<file path="config.mk">
export PLATFORM = sky130hd
export DESIGN_NAME = wb_dest_ctrl_flat
export DESIGN_NICKNAME = d
export VERILOG_FILES = /design/src/rtl/wb_dest_ctrl_if.sv /design/src/rtl/wb_dest_ctrl.sv /design/src/flat_wrapper.sv
export SDC_FILE = /design/constraint.sdc
export NUM_CORES = 1
export LEC_CHECK = 0
export ABC_CLOCK_PERIOD_IN_PS = 1900
export CAP_MARGIN = 20
export CORE_ASPECT_RATIO = 2
export CORE_MARGIN = 2
export CORE_UTILIZATION = 38
export DETAILED_ROUTE_END_ITERATION = 10
export GPL_TIMING_DRIVEN = 1
export PLACE_DENSITY = 0.8
export SYNTH_ARGS = -nofsm -noshare
export SYNTH_HDL_FRONTEND = slang
export SYNTH_SLANG_ARGS = --single-unit
</file>
<file path="constraint.sdc">
create_clock -name clk -period 1.9 [get_ports clk]
set_input_delay 0.38 -clock clk [delete_from_list [all_inputs] [get_ports clk]]
set_output_delay 0.38 -clock clk [all_outputs]
set_load 0.02 [all_outputs]
</file>
<file path="src/rtl/wb_dest_ctrl_if.sv">
// wb_dest_ctrl bus: EX-side inputs, data-memory read data,
// MEM forwarding and register-file write port outputs.
`ifndef AWIDTH
`define AWIDTH 32
`endif
`ifndef OPCODE_WIDTH
`define OPCODE_WIDTH 6
`endif

interface wb_dest_ctrl_if #(
  parameter int RADDR_W = 5
);
  logic                     stall;
  logic                     flush;
  logic                     ex_valid;
  logic [`OPCODE_WIDTH-1:0] ex_opcode;
  logic [RADDR_W-1:0]       ex_rt;
  logic [RADDR_W-1:0]       ex_rd;
  logic [`AWIDTH-1:0]       ex_result;
  logic [`AWIDTH-1:0]       mem_rdata;
  logic                     mem_fwd_en;
  logic [RADDR_W-1:0]       mem_fwd_addr;
  logic [`AWIDTH-1:0]       mem_fwd_data;
  logic                     mem_is_load;
  logic                     wb_en;
  logic [RADDR_W-1:0]       wb_addr;
  logic [`AWIDTH-1:0]       wb_data;

  modport master (
    output stall, flush, ex_valid, ex_opcode,
    output ex_rt, ex_rd, ex_result, mem_rdata,
    input  mem_fwd_en, mem_fwd_addr, mem_fwd_data,
    input  mem_is_load, wb_en, wb_addr, wb_data
  );

  modport slave (
    input  stall, flush, ex_valid, ex_opcode,
    input  ex_rt, ex_rd, ex_result, mem_rdata,
    output mem_fwd_en, mem_fwd_addr, mem_fwd_data,
    output mem_is_load, wb_en, wb_addr, wb_data
  );
endinterface

</file>
<file path="src/rtl/wb_dest_ctrl.sv">
// Writeback destination/data select carried through
// the EX/MEM and MEM/WB registers, with MEM forwarding.
`ifndef AWIDTH
`define AWIDTH 32
`endif
`ifndef OPCODE_WIDTH
`define OPCODE_WIDTH 6
`endif
`ifndef OP_RTYPE
`define OP_RTYPE 6'h00
`define OP_ADDI  6'h08
`define OP_ADDIU 6'h09
`define OP_SLTI  6'h0A
`define OP_SLTIU 6'h0B
`define OP_ANDI  6'h0C
`define OP_ORI   6'h0D
`define OP_LOAD  6'h23
`endif

module wb_dest_ctrl #(
  parameter int RADDR_W = 5
) (
  input logic           clk,
  input logic           rst,
  wb_dest_ctrl_if.slave bus
);
  localparam logic [`OPCODE_WIDTH-1:0] OP_RT  = `OP_RTYPE;
  localparam logic [`OPCODE_WIDTH-1:0] OP_AI  = `OP_ADDI;
  localparam logic [`OPCODE_WIDTH-1:0] OP_AIU = `OP_ADDIU;
  localparam logic [`OPCODE_WIDTH-1:0] OP_SI  = `OP_SLTI;
  localparam logic [`OPCODE_WIDTH-1:0] OP_SIU = `OP_SLTIU;
  localparam logic [`OPCODE_WIDTH-1:0] OP_ANI = `OP_ANDI;
  localparam logic [`OPCODE_WIDTH-1:0] OP_ORI = `OP_ORI;
  localparam logic [`OPCODE_WIDTH-1:0] OP_LD  = `OP_LOAD;

  logic               itype;
  logic               rtype;
  logic               ex_wr;
  logic               ex_ld;
  logic [RADDR_W-1:0] ex_dest;

  logic               m_wr_d, m_wr_q;
  logic               m_ld_d, m_ld_q;
  logic [RADDR_W-1:0] m_dest_d, m_dest_q;
  logic [`AWIDTH-1:0] m_result_d, m_result_q;

  logic               w_wr_d, w_wr_q;
  logic [RADDR_W-1:0] w_dest_d, w_dest_q;
  logic [`AWIDTH-1:0] w_data_d, w_data_q;

  // Opcode class decode and destination pick at EX input
  always_comb begin
    itype = 1'b0;
    rtype = 1'b0;
    case (bus.ex_opcode)
      OP_LD, OP_AI, OP_AIU, OP_SI,
      OP_SIU, OP_ANI, OP_ORI: itype = 1'b1;
      OP_RT:                  rtype = 1'b1;
      default: ;
    endcase
    ex_dest = '0;
    if (itype)
      ex_dest = bus.ex_rt;
    else if (rtype)
      ex_dest = bus.ex_rd;
    ex_wr = bus.ex_valid & (itype | rtype)
          & (ex_dest != '0);
    ex_ld = (bus.ex_opcode == OP_LD);
  end

  // MEM stage next state: flush bubble, stall hold, else advance
  always_comb begin
    m_wr_d     = m_wr_q;
    m_ld_d     = m_ld_q;
    m_dest_d   = m_dest_q;
    m_result_d = m_result_q;
    if (bus.flush) begin
      m_wr_d     = 1'b0;
      m_ld_d     = 1'b0;
      m_dest_d   = '0;
      m_result_d = '0;
    end else if (!bus.stall) begin
      m_wr_d     = ex_wr;
      m_ld_d     = ex_ld;
      m_dest_d   = ex_dest;
      m_result_d = bus.ex_result;
    end
  end

  // WB stage: bubble while MEM is held so it writes once
  always_comb begin
    w_wr_d   = m_wr_q;
    w_dest_d = m_dest_q;
    w_data_d = m_ld_q ? bus.mem_rdata : m_result_q;
    if (bus.stall && !bus.flush) begin
      w_wr_d   = 1'b0;
      w_dest_d = '0;
      w_data_d = '0;
    end
  end

  // Pipeline registers with synchronous clear
  always_ff @(posedge clk) begin
    if (rst) begin
      m_wr_q     <= 1'b0;
      m_ld_q     <= 1'b0;
      m_dest_q   <= '0;
      m_result_q <= '0;
      w_wr_q     <= 1'b0;
      w_dest_q   <= '0;
      w_data_q   <= '0;
    end else begin
      m_wr_q     <= m_wr_d;
      m_ld_q     <= m_ld_d;
      m_dest_q   <= m_dest_d;
      m_result_q <= m_result_d;
      w_wr_q     <= w_wr_d;
      w_dest_q   <= w_dest_d;
      w_data_q   <= w_data_d;
    end
  end

  assign bus.mem_fwd_en   = m_wr_q;
  assign bus.mem_fwd_addr = m_dest_q;
  assign bus.mem_fwd_data = m_result_q;
  assign bus.mem_is_load  = m_wr_q & m_ld_q;
  assign bus.wb_en        = w_wr_q;
  assign bus.wb_addr      = w_dest_q;
  assign bus.wb_data      = w_data_q;
endmodule

</file>
<file path="src/flat_wrapper.sv">
// flat-port wrapper written by rule: the top's interface ports become plain ports
module wb_dest_ctrl_flat 
#(
  parameter int RADDR_W = 5
)
  (clk, rst, bus_stall, bus_flush, bus_ex_valid, bus_ex_opcode, bus_ex_rt, bus_ex_rd, bus_ex_result, bus_mem_rdata, bus_mem_fwd_en, bus_mem_fwd_addr, bus_mem_fwd_data, bus_mem_is_load, bus_wb_en, bus_wb_addr, bus_wb_data);
  wb_dest_ctrl_if #(.RADDR_W(RADDR_W)) bus_i ();
  input logic clk;
  input logic rst;
  input wire logic [$bits(bus_i.stall)-1:0] bus_stall;
  input wire logic [$bits(bus_i.flush)-1:0] bus_flush;
  input wire logic [$bits(bus_i.ex_valid)-1:0] bus_ex_valid;
  input wire logic [$bits(bus_i.ex_opcode)-1:0] bus_ex_opcode;
  input wire logic [$bits(bus_i.ex_rt)-1:0] bus_ex_rt;
  input wire logic [$bits(bus_i.ex_rd)-1:0] bus_ex_rd;
  input wire logic [$bits(bus_i.ex_result)-1:0] bus_ex_result;
  input wire logic [$bits(bus_i.mem_rdata)-1:0] bus_mem_rdata;
  output wire logic [$bits(bus_i.mem_fwd_en)-1:0] bus_mem_fwd_en;
  output wire logic [$bits(bus_i.mem_fwd_addr)-1:0] bus_mem_fwd_addr;
  output wire logic [$bits(bus_i.mem_fwd_data)-1:0] bus_mem_fwd_data;
  output wire logic [$bits(bus_i.mem_is_load)-1:0] bus_mem_is_load;
  output wire logic [$bits(bus_i.wb_en)-1:0] bus_wb_en;
  output wire logic [$bits(bus_i.wb_addr)-1:0] bus_wb_addr;
  output wire logic [$bits(bus_i.wb_data)-1:0] bus_wb_data;
  assign bus_i.stall = bus_stall;
  assign bus_i.flush = bus_flush;
  assign bus_i.ex_valid = bus_ex_valid;
  assign bus_i.ex_opcode = bus_ex_opcode;
  assign bus_i.ex_rt = bus_ex_rt;
  assign bus_i.ex_rd = bus_ex_rd;
  assign bus_i.ex_result = bus_ex_result;
  assign bus_i.mem_rdata = bus_mem_rdata;
  assign bus_mem_fwd_en = bus_i.mem_fwd_en;
  assign bus_mem_fwd_addr = bus_i.mem_fwd_addr;
  assign bus_mem_fwd_data = bus_i.mem_fwd_data;
  assign bus_mem_is_load = bus_i.mem_is_load;
  assign bus_wb_en = bus_i.wb_en;
  assign bus_wb_addr = bus_i.wb_addr;
  assign bus_wb_data = bus_i.wb_data;
  wb_dest_ctrl #(.RADDR_W(RADDR_W)) u_core (.clk(clk), .rst(rst), .bus(bus_i));
endmodule
</file>
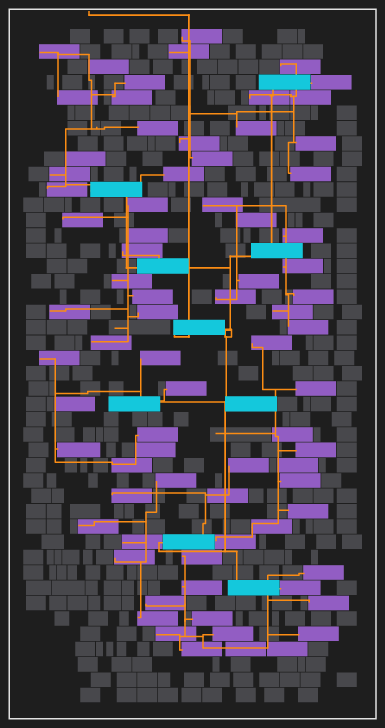
Fig. 1. Clock wires, drivers and flops.
- cells driving clock nets: cyan (count 9)
- flip-flops: purple (count 77)
- clock wires: orange (length 882 µm)
- flops lie: spread over the die
- routed clock nets: 10

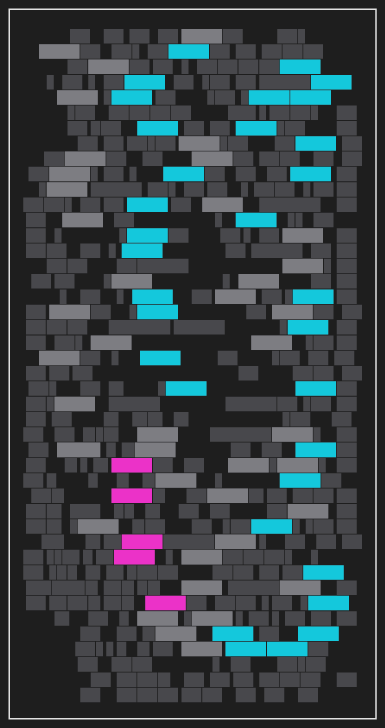
Fig. 2. Register map, names as in the netlist.
- u_core.bus.mem_fwd_addr: magenta (sequential cells 5)
- u_core.bus.wb_data: cyan (sequential cells 32)
- not coloured: 40

==> results.txt <==
yosys + openroad results -> Die ar.=8151 µm², Cell area leaders=dfxtp_1 55%, mux2i_1 23%, nor2_1 8.9%, a221oi_1 1.6%, and2_1 1.6%, CTS Sinks=77, Inserted Diodes=0, Buf/Inv on CP=1, yosys aoi share=4.357%, flop share of the area=31.51%, drt wl/cell=15.40 µm, yosys stat area=2814 µm², hpwl dp=6288 µm, die y size=125.7 µm, Die X=64.85 µm, final-stage net count=521, post-placement cell area=4544 µm², pre-CTS worst setup slack=-191.1 ps, internal power=0.003254 W, comb area leader=multiplexers, Cell Chain, Critical Path=and2_1, clkdlybuf4s50_1, Switching Power=0.0008595 W, unrepaired setup endpoints after global routing=no, Critical Path Slowest Stage Cell=clkdlybuf4s50_1, final tally of hold violations=0, clk_lat worst skew=330 ps, largest net degree at the start of global routing=34, Top pwr grp=clock, Top Family by Delay on Critical Path=buffers and inverters, post-synth cell types=26, post-CTS setup buffer count=0, combinational share of cell area=24.51%, Tot Pwr=0.004113 W, FP Util=39.02%, average vias per placed instance=4.743, FF-to-FF path depth=3, Sw Ratio=20.89%, max_cap viols=0, Logic cell area=1200 µm², yosys xor share=0%, final worst slack=64.22 ps, Hold WS=489.3 ps, critical path arrival=1460 ps, fmax=0.5447 GHz, Total GRT Usage=21.63%, number of enable flip-flop cells=0, nonclk buf count=171, maximum vdd ir drop=0.6234 mV, combinational power share=11.6%, Final Cycle Share=96.62%, Setup CP Type=reg -> out, clock power share=47.6%, Tightest Pin Transition=578.4 ps, first-pass GRT wire length=13,340 µm, tool warnings=26, hold depth=1, storage element area=1543 µm², yosys adder share=0%, DRT iter0 DRCs=73, sequential power share=40.8%, Synth async-reset ratio=0%, Via Count=2,528, area grow syn2layout=73.99%, Post-Synthesis Cells=270, reg2reg start=u_core.m_ld_q, grt ovf=0, # H-tree levels=3, seq_cells=77, top cell category=buffers, Cell Rows=44, Cell Count, Final, Fillers Out=533, CP endpoint kind=primary output, status=completed, P_clk=0.00196 W, Routed Wire Length=8209 µm, Comb. pwr=0.000477 W, Signal buf overhead=34.35%, CP startpoint=u_core.bus.mem_fwd_en, clk slew on worst S/H paths=60 ps, share of cells above drive strength 1=7.483%, initial antenna violation count=0, Post-CTS Hold Buffers=0, Cells after DPL=517, synth warn=0, number of cells in Yosys stat=270
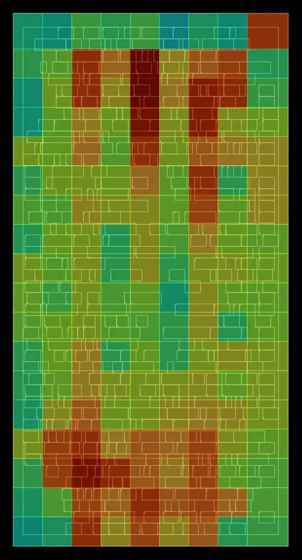
Fig. 3. Track usage over the die.
met2 Use GR: 42.21%
Final Util: 67.89%
gr busiest metal: met2
routing usage on met3: 4.018%
met1 Track Usage GR: 20.11%

[cell usage after synthesis, drive strengths merged (2+ instances only)]
master   n
and2     7
buf      7
dfxtp   77
a21oi    2
nor2b    6
nor3     8
nor2    67
nand2    4
mux2i   64
clkbuf   9
a221oi   6
inv      2
[per-layer routing]
metal  up-vias  routed length, µm  track usage (%)
li1       1254                  -                -
met1      1151               2719            20.11
met2        98               4826            42.21
met3        25                397            4.018
met4         0                265            11.26
met5         -                  0                0
[cells in the final DEF, fill, tap and decap left out]
| master | synthesis | routed |
|---|---|---|
| a21boi_0 | 1 | 1 |
| nor3_4 | 1 | 1 |
| clkbuf_16 | 0 | 9 |
| a21o_1 | 1 | 1 |
| nor2b_1 | 6 | 6 |
| clkbuf_8 | 0 | 1 |
| nand2_1 | 4 | 4 |
| dfxtp_1 | 77 | 76 |
| buf_2 | 6 | 1 |
| nor3_1 | 7 | 7 |
| nor2_1 | 67 | 66 |
| a32oi_1 | 1 | 1 |
| and2_1 | 7 | 7 |
| a221oi_2 | 1 | 1 |
| dfxtp_2 | 0 | 1 |
| nand3_1 | 1 | 1 |
| or4_4 | 1 | 1 |
| nor2_2 | 0 | 1 |
| buf_4 | 0 | 10 |
| a21bo_1 | 1 | 1 |
| bufinv_16 | 0 | 3 |
| inv_1 | 2 | 2 |
| a21oi_1 | 2 | 2 |
| o22ai_1 | 1 | 1 |
| and4bb_1 | 1 | 1 |
| a221oi_1 | 5 | 5 |
| clkinvlp_4 | 0 | 2 |
| clkdlybuf4s50_1 | 0 | 160 |
| clkinv_2 | 0 | 1 |
| a311oi_1 | 1 | 1 |
| mux2i_1 | 64 | 64 |
| o21ai_0 | 1 | 1 |
| or2_2 | 1 | 1 |
Power is estimated from default activity; no workload was simulated.
